**Run 1: wiring by layer**

Scale bar: 50 microns.
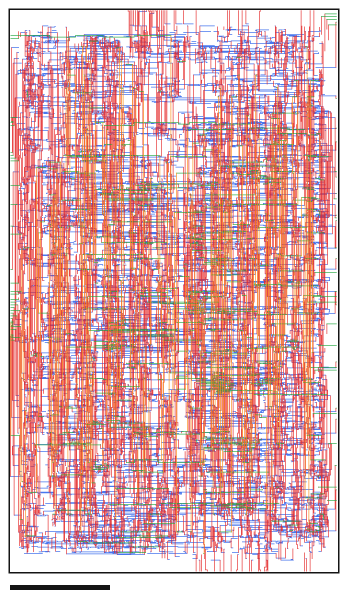
**Run 1: placement view**

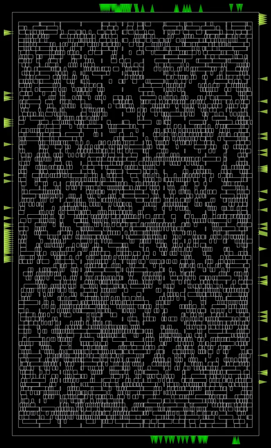
**Run 1: pin map**

Pins as bars across the die edge, other pins in gray.
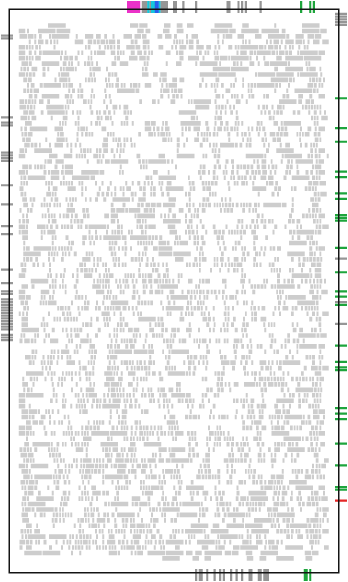
## src/rtl/alu_mdu_control.sv

```systemverilog
// alu_mdu_control: ALU control decoder plus an iterative multiply/divide unit.
// Multiply is shift-add and divide is restoring, both on magnitudes, XLEN+1 cycles per op.
module alu_mdu_control #(
    parameter int XLEN   = 32,
    parameter int CTRL_W = 4
) (
    input  logic              clk,
    input  logic              rst_n,
    input  logic [1:0]        ALUOp,
    input  logic [6:0]        funct7,
    input  logic [2:0]        funct3,
    input  logic              valid_in,
    input  logic              flush,
    input  logic [XLEN-1:0]   operand_a,
    input  logic [XLEN-1:0]   operand_b,
    output logic [CTRL_W-1:0] alu_ctrl,
    output logic              illegal,
    output logic              is_mdu,
    output logic              stall,
    output logic              mdu_busy,
    output logic              mdu_done,
    output logic [XLEN-1:0]   mdu_result
);
    localparam int CNT_W = $clog2(XLEN) + 1;
    localparam logic [CTRL_W-1:0] C_AND  = CTRL_W'(4'b0000);
    localparam logic [CTRL_W-1:0] C_OR   = CTRL_W'(4'b0001);
    localparam logic [CTRL_W-1:0] C_ADD  = CTRL_W'(4'b0010);
    localparam logic [CTRL_W-1:0] C_SUB  = CTRL_W'(4'b0110);
    localparam logic [CTRL_W-1:0] C_SLT  = CTRL_W'(4'b0111);
    localparam logic [CTRL_W-1:0] C_SLL  = CTRL_W'(4'b1000);
    localparam logic [CTRL_W-1:0] C_SRL  = CTRL_W'(4'b1001);
    localparam logic [CTRL_W-1:0] C_SRA  = CTRL_W'(4'b1010);
    localparam logic [CTRL_W-1:0] C_SLTU = CTRL_W'(4'b1011);
    localparam logic [CTRL_W-1:0] C_XOR  = CTRL_W'(4'b1100);
    localparam logic [6:0] F7_Z   = 7'b0000000;
    localparam logic [6:0] F7_ALT = 7'b0100000;
    localparam logic [6:0] F7_M   = 7'b0000001;

    typedef enum logic [1:0] {IDLE = 2'b00, BUSY = 2'b01, DONE = 2'b10} state_t;

    function automatic logic [CTRL_W-1:0] base_op(input logic [2:0] f3);
        case (f3)
            3'b000:  return C_ADD;
            3'b001:  return C_SLL;
            3'b010:  return C_SLT;
            3'b011:  return C_SLTU;
            3'b100:  return C_XOR;
            3'b101:  return C_SRL;
            3'b110:  return C_OR;
            default: return C_AND;
        endcase
    endfunction

    always_comb begin
        alu_ctrl = C_ADD;
        illegal  = 1'b0;
        is_mdu   = 1'b0;
        case (ALUOp)
            2'b00: alu_ctrl = C_ADD;
            2'b01: alu_ctrl = C_SUB;
            2'b10: begin
                if (funct7 == F7_Z) alu_ctrl = base_op(funct3);
                else if (funct7 == F7_ALT && funct3 == 3'b000) alu_ctrl = C_SUB;
                else if (funct7 == F7_ALT && funct3 == 3'b101) alu_ctrl = C_SRA;
                else if (funct7 == F7_M) is_mdu = 1'b1;
                else illegal = 1'b1;
            end
            default: begin
                if ((funct3 == 3'b001 && funct7 != F7_Z) ||
                    (funct3 == 3'b101 && funct7 != F7_Z && funct7 != F7_ALT)) illegal = 1'b1;
                else if (funct3 == 3'b101 && funct7 == F7_ALT) alu_ctrl = C_SRA;
                else alu_ctrl = base_op(funct3);
            end
        endcase
    end

    state_t            state_q, state_d;
    logic [CNT_W-1:0]  cnt_q, cnt_d;
    logic [XLEN-1:0]   hi_q, hi_d, lo_q, lo_d, m_q, m_d, result_q, result_d;
    logic [2:0]        op_q, op_d;
    logic              an_q, an_d, bn_q, bn_d;

    // hi:lo is the running product for multiply, remainder:quotient for divide
    logic              a_neg, b_neg, neg_p;
    logic [XLEN:0]     mul_t, div_r, div_diff;
    logic [2*XLEN-1:0] prod_s;
    logic [XLEN-1:0]   q_s, r_s, fin;

    assign a_neg    = operand_a[XLEN-1] & (funct3 == 3'b001 || funct3 == 3'b010 || funct3 == 3'b100 || funct3 == 3'b110);
    assign b_neg    = operand_b[XLEN-1] & (funct3 == 3'b001 || funct3 == 3'b100 || funct3 == 3'b110);
    assign mul_t    = lo_q[0] ? {1'b0, hi_q} + {1'b0, m_q} : {1'b0, hi_q};
    assign div_r    = {hi_q, lo_q[XLEN-1]};
    assign div_diff = div_r - {1'b0, m_q};
    assign neg_p    = an_q ^ bn_q;
    assign prod_s   = neg_p ? -{hi_q, lo_q} : {hi_q, lo_q};
    assign q_s      = m_q == '0 ? '1 : (neg_p ? -lo_q : lo_q);
    assign r_s      = an_q ? -hi_q : hi_q;
    assign fin      = op_q[2] ? (op_q[1] ? r_s : q_s)
                              : (op_q == 3'b000 ? prod_s[XLEN-1:0] : prod_s[2*XLEN-1:XLEN]);

    always_comb begin
        state_d  = state_q;
        cnt_d    = cnt_q;
        hi_d     = hi_q;
        lo_d     = lo_q;
        m_d      = m_q;
        op_d     = op_q;
        an_d     = an_q;
        bn_d     = bn_q;
        result_d = result_q;
        case (state_q)
            IDLE: if (valid_in && is_mdu && !flush) begin
                state_d = BUSY;
                cnt_d   = '0;
                hi_d    = '0;
                lo_d    = a_neg ? -operand_a : operand_a;
                m_d     = b_neg ? -operand_b : operand_b;
                op_d    = funct3;
                an_d    = a_neg;
                bn_d    = b_neg;
            end
            BUSY: if (cnt_q == CNT_W'(XLEN)) begin
                state_d  = DONE;
                result_d = fin;
            end else begin
                cnt_d = cnt_q + 1'b1;
                hi_d  = op_q[2] ? (div_diff[XLEN] ? div_r[XLEN-1:0] : div_diff[XLEN-1:0]) : mul_t[XLEN:1];
                lo_d  = op_q[2] ? {lo_q[XLEN-2:0], ~div_diff[XLEN]} : {mul_t[0], lo_q[XLEN-1:1]};
            end
            default: state_d = IDLE;
        endcase
        if (flush) state_d = IDLE;
    end

    always_ff @(posedge clk or negedge rst_n) begin
        if (!rst_n) begin
            state_q  <= IDLE;
            cnt_q    <= '0;
            hi_q     <= '0;
            lo_q     <= '0;
            m_q      <= '0;
            op_q     <= '0;
            an_q     <= 1'b0;
            bn_q     <= 1'b0;
            result_q <= '0;
        end else begin
            state_q  <= state_d;
            cnt_q    <= cnt_d;
            hi_q     <= hi_d;
            lo_q     <= lo_d;
            m_q      <= m_d;
            op_q     <= op_d;
            an_q     <= an_d;
            bn_q     <= bn_d;
            result_q <= result_d;
        end
    end

    assign stall      = valid_in & is_mdu & (state_q != DONE);
    assign mdu_busy   = state_q == BUSY;
    assign mdu_done   = state_q == DONE;
    assign mdu_result = result_q;
endmodule
```

## config.mk

```make
export PLATFORM = sky130hd
export DESIGN_NAME = alu_mdu_control
export DESIGN_NICKNAME = d
export VERILOG_FILES = /design/src/rtl/alu_mdu_control.sv
export SDC_FILE = /design/constraint.sdc
export NUM_CORES = 1
export LEC_CHECK = 0
export ABC_AREA = 1
export ABC_CLOCK_PERIOD_IN_PS = 3000
export CELL_PAD_IN_SITES_DETAIL_PLACEMENT = 0
export CELL_PAD_IN_SITES_GLOBAL_PLACEMENT = 1
export CORE_ASPECT_RATIO = 1.75
export CORE_MARGIN = 4
export CORE_UTILIZATION = 42
export CTS_BUF_LIST = sky130_fd_sc_hd__clkbuf_4
export CTS_CLUSTER_DIAMETER = 100
export DETAILED_ROUTE_END_ITERATION = 8
export PLACE_DENSITY_LB_ADDON = 0.15
export REMOVE_ABC_BUFFERS = 1
export SLEW_MARGIN = 20
export SYNTH_ARGS = -nofsm -noshare
export SYNTH_HDL_FRONTEND = slang
export SYNTH_SLANG_ARGS = --single-unit
export TNS_END_PERCENT = 50
```

## constraint.sdc

```tcl
create_clock -name clk -period 3 [get_ports clk]
set_input_delay 0.6 -clock clk [delete_from_list [all_inputs] [get_ports clk]]
set_output_delay 0.6 -clock clk [all_outputs]
set_load 0.02 [all_outputs]
```

==> flow_summary.json, run 1 <==
{
  "run_status": "finished clean",
  "p_seq_w": 0.00237,
  "ys_sh_xor_pct": 3.62,
  "first_global_vias": 22100,
  "finalHoldViolations": 0,
  "n_all_inverters": 489,
  "total_power_w": 0.00824,
  "cp.required_ns": 2.40,
  "most-common-layout-cells": "1181 x nand2_1, 472 x inv_1, 331 x nor2_1",
  "finalClockPeriodUsage_pct": 98.1,
  "drtPass1Iterations": 6,
  "grt_max_degree": 135,
  "post_cts_resized": 18,
  "ant_nets": 0,
  "power_frac_comb_pct": 55.0,
  "postSynthAreaPerCell_sq_um": 5.44,
  "fin_nets": 3616,
  "synthArstFlopShare_pct": 100,
  "clkLatencyLatePin_ns": 0.67,
  "wl_microns": 86500,
  "clkCellAreaFrac_pct": 1.24,
  "cp-end-kind": "output port",
  "yosys-stat-cells": 3291,
  "ys_ff": 141,
  "use_met3_pct": 4.65,
  "cts_hold_buf": 1,
  "p_int_w": 0.00396,
  "ys_area_sq_mm": 0.0179,
  "endpoint": "is_mdu",
  "setup-violations-final": 0,
  "top_cell_area_share_pct": 24.8,
  "dr.max_layer_used": "met4",
  "topCellsByArea": "nand2_1 25%, dfrtp_1 20%, inv_1 9.9%",
  "grt-ovfl-total": 0,
  "root_buffer": "clkbuf_4",
  "crit_fanout": 7,
  "wl_met2_microns": 44500,
  "power-top-group": "combinational logic",
  "seqCellArea_sq_mm": 0.00353,
  "drc": 0,
  "worst_slew_margin_rel_pct": 36.0,
  "swShare_pct": 52.0,
  "gp_congestion": 1.07,
  "start_kind": "input pin",
  "syn_area_sq_mm": 0.0179,
  "fp-utilization_pct": 42.8,
  "num-multi-input-gates": 2552,
  "synthAoiAreaFrac_pct": 13.1,
  "antenna_found_initial": 4,
  "post-cts-setup-buffer-count": 0,
  "stdcell_count": 4036,
  "buf_share_pct": 11.4,
  "design_area_sq_mm": 0.0208,
  "comb_area_sq_mm": 0.0121,
  "post-place-cells": 3998,
  "diodes": 4,
  "clk_transition_reported_paths_ns": 0.16,
  "cts_sinks": 141,
  "largest_class": "logic gates",
  "regToRegStartpoint": "hi_q[0]$_DFFE_PN0P_",
  "cp_num_buf_inv": 2,
  "p_clk_share_pct": 16.2,
  "dieArea_sq_mm": 0.0461,
  "yosysUniqueCellTypes": 48,
  "flop_cell": "dfrtp_1",
  "timing.critical_path.from": "funct3[2]",
  "routed_via_density": 5.50,
  "p_comb_w": 0.00453,
  "drt_first_iter_violations": 1692,
  "warning_count": 32,
  "peakVddDrop_mv": 0.241,
  "slew_violations": 0,
  "grt_setup_unrepaired": "yes",
  "wl_met1_microns": 26600,
  "buffers": 263,
  "max_freq_mhz": 340,
  "crit_type": "in -> out",
  "common_cells": "1181 x nand2_1, 473 x inv_1, 333 x nor2_1, 295 x nand3_1, 215 x a21oi_1",
  "synth_area_leader_cell": "nand2_1",
  "flop-count": 141,
  "simple_gate_area_share_pct": 45.5,
  "cp_data_arrival_time_ns": 2.34,
  "top_usage_layer": "met2",
  "hpwl_microns": 70800,
  "power.leakage_nw": 11.4,
  "wl_met3_microns": 3850,
  "skew_ns": 0.0298,
  "layout-drive-gt1-share_pct": 7.13,
  "netlist_logic_family_top": "simple AND/OR/NAND/NOR gates",
  "comb_share_pct": 58.1,
  "rr_worst_depth": 14,
  "fin_util_pct": 49.7,
  "timing.rr.end": "hi_q[25]$_DFFE_PN0P_",
  "synth_cells": 3291,
  "htreeDepth": 4,
  "placed_cell_area_sq_mm": 0.0205,
  "tritoncts": "done",
  "met2_usage_pct": 68.9,
  "grt_pass1_wl_microns": 128000,
  "clk-power_w": 0.00134,
  "ys_warn_count": 0,
  "io_pins": 121,
  "path_cells": "clkdlybuf4s50_1 > nor3_1 > nand2_1 > nand2_1 > nor2_1 > clkdlybuf4s50_1",
  "edf_count": 0,
  "holdWs_ns": 0.458,
  "setup_ws_ns": 0.0560,
  "powerDensity_mw_per_mm2": 397,
  "ff2ff_setup_slack_ns": 0.18,
  "hold_class": "in -> async",
  "p_seq_share_pct": 28.7,
  "seq_share_pct": 17.0,
  "tightest_slew_ns": 0.961,
  "place_ws_ns": -0.504,
  "ys_seq_share_pct": 19.7,
  "cts.path.max_buffers": 2,
  "fa_ha_area_share_pct": 5.12,
  "cts_buffers": 17,
  "synth.mux.area_fraction_pct": 0,
  "tap_cells": 555,
  "area_growth_pct": 16.1,
  "floorplan.core_area_sq_mm": 0.0419,
  "most_common_cell": "nand2_1",
  "fin_crit_ns": 2.94,
  "crit_slowest_cell": "clkdlybuf4s50_1",
  "p_sw_w": 0.00429,
  "fin_tns_setup_ns": 0,
  "path_depth": 6,
  "lay_top_count": "nand2_1",
  "critical_path.top_delay_family": "buffers and inverters",
  "cap_violations": 0,
  "critical-path-max-stage-delay_ns": 0.54,
  "grtUsageMet1_pct": 32.0,
  "nClkBuffers": 17
}
About 'wiring by layer':
| layer | color | wire length |
|---|---|---|
| metal 2 | red | 44.5 mm |
| metal 1 | blue | 26.6 mm |
| metal 4 | orange | 11600 microns |
| metal 3 | green | 3850 microns |
WL/cell: 21.4 microns
DR vias: 22200
GRT Resource Usage Total: 37.0%

About 'placement view':
FILL cells: 4712
row cnt: 99

About 'pin map':
| port | color | pins | direction | edge |
|---|---|---|---|---|
| alu_ctrl | cyan | 4 | output | north |
| mdu_busy | red | 1 | output | east |
| operand_a | green | 32 | input | 26 east, 3 south, 3 north |
| funct7 | magenta | 7 | input | north |
| ALUOp | blue | 2 | input | north |
all pins by edge: 35 east, 34 north, 32 west, 20 south
Die Ht: 281 microns
Port Buffers: 120
Die X: 164 microns

--- run 2 (diff from run 1) ---
--- a/config.mk
+++ b/config.mk
@@ -6,7 +6,6 @@
 export NUM_CORES = 1
 export LEC_CHECK = 0
 export ABC_AREA = 1
-export ABC_CLOCK_PERIOD_IN_PS = 3000
 export CELL_PAD_IN_SITES_DETAIL_PLACEMENT = 0
 export CELL_PAD_IN_SITES_GLOBAL_PLACEMENT = 1
 export CORE_ASPECT_RATIO = 1.75
@@ -15,6 +14,7 @@
 export CTS_BUF_LIST = sky130_fd_sc_hd__clkbuf_4
 export CTS_CLUSTER_DIAMETER = 100
 export DETAILED_ROUTE_END_ITERATION = 8
+export HOLD_SLACK_MARGIN = 0.02
 export PLACE_DENSITY_LB_ADDON = 0.15
 export REMOVE_ABC_BUFFERS = 1
 export SLEW_MARGIN = 20
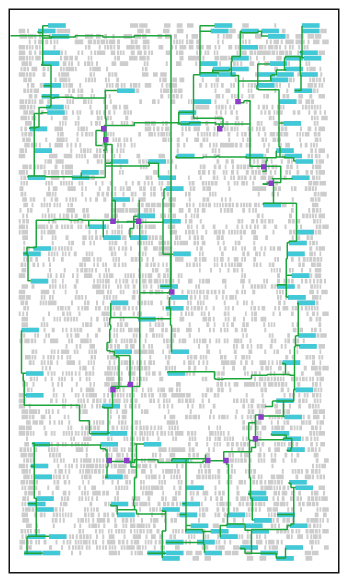
**Above:** run 2 (clock distribution).
[clock drivers] purple | count: 17
[flip-flops] cyan | count: 141
[clock wires] green | length: 2770 microns
flops lie: all over the die
routed clock nets: 18

==> run 2 against run 1 <==
Worst setup slack unchanged. Sequential power barely moved. Combinational power barely moved. Power unchanged. Clock skew stayed put. Die size is the same. Critical path type unchanged. Largest cell class unchanged.
==> flow_summary.json, run 2 <==
{
  "clkLatencyLatePin_ns": 0.67,
  "endpoint": "is_mdu",
  "grt-ovfl-total": 0,
  "wl_per_cell_microns": 21.4,
  "path_depth": 6,
  "antenna_found_initial": 4,
  "tap_cells": 555,
  "routed_via_density": 5.50,
  "netlist_logic_family_top": "simple AND/OR/NAND/NOR gates",
  "cp-end-kind": "output port",
  "first_global_vias": 22100,
  "synthArstFlopShare_pct": 100,
  "topCellsByArea": "nand2_1 25%, dfrtp_1 20%, inv_1 9.9%",
  "holdWs_ns": 0.458,
  "cp.required_ns": 2.40,
  "lay_top_count": "nand2_1",
  "wl_met2_microns": 44500,
  "cts_hold_buf": 1,
  "ys_seq_share_pct": 19.7,
  "fp-utilization_pct": 42.8,
  "setup_ws_ns": 0.0560,
  "slew_violations": 0,
  "wl_met1_microns": 26600,
  "postSynthAreaPerCell_sq_um": 5.44,
  "critical_path.top_delay_family": "buffers and inverters",
  "hpwl_microns": 70800,
  "design_area_sq_mm": 0.0208,
  "drc": 0,
  "root_buffer": "clkbuf_4",
  "dr.max_layer_used": "met4",
  "synth.mux.area_fraction_pct": 0,
  "p_seq_w": 0.00237,
  "wl_microns": 86500,
  "setup-violations-final": 0,
  "p_int_w": 0.00396,
  "p_clk_share_pct": 16.2,
  "die_w_microns": 164,
  "seqCellArea_sq_mm": 0.00353,
  "path_cells": "clkdlybuf4s50_1 > nor3_1 > nand2_1 > nand2_1 > nor2_1 > clkdlybuf4s50_1",
  "cts_buffers": 17,
  "grt_max_degree": 135,
  "regToRegStartpoint": "hi_q[0]$_DFFE_PN0P_",
  "max_freq_mhz": 340,
  "finalClockPeriodUsage_pct": 98.1,
  "dieArea_sq_mm": 0.0461,
  "clk_transition_reported_paths_ns": 0.16,
  "edf_count": 0,
  "drtPass1Iterations": 6,
  "cp_num_buf_inv": 2,
  "fin_crit_ns": 2.94,
  "grtUsageMet1_pct": 32.0,
  "skew_ns": 0.0298,
  "run_status": "finished clean",
  "post_cts_resized": 18,
  "largest_class": "logic gates",
  "swShare_pct": 52.0,
  "grtUsageTotal_pct": 37.0,
  "total_power_w": 0.00824,
  "layout-drive-gt1-share_pct": 7.13,
  "peakVddDrop_mv": 0.241,
  "grt_setup_unrepaired": "yes",
  "floorplan.core_area_sq_mm": 0.0419,
  "ff2ff_setup_slack_ns": 0.18
}
Power is estimated from default activity; no workload was simulated.
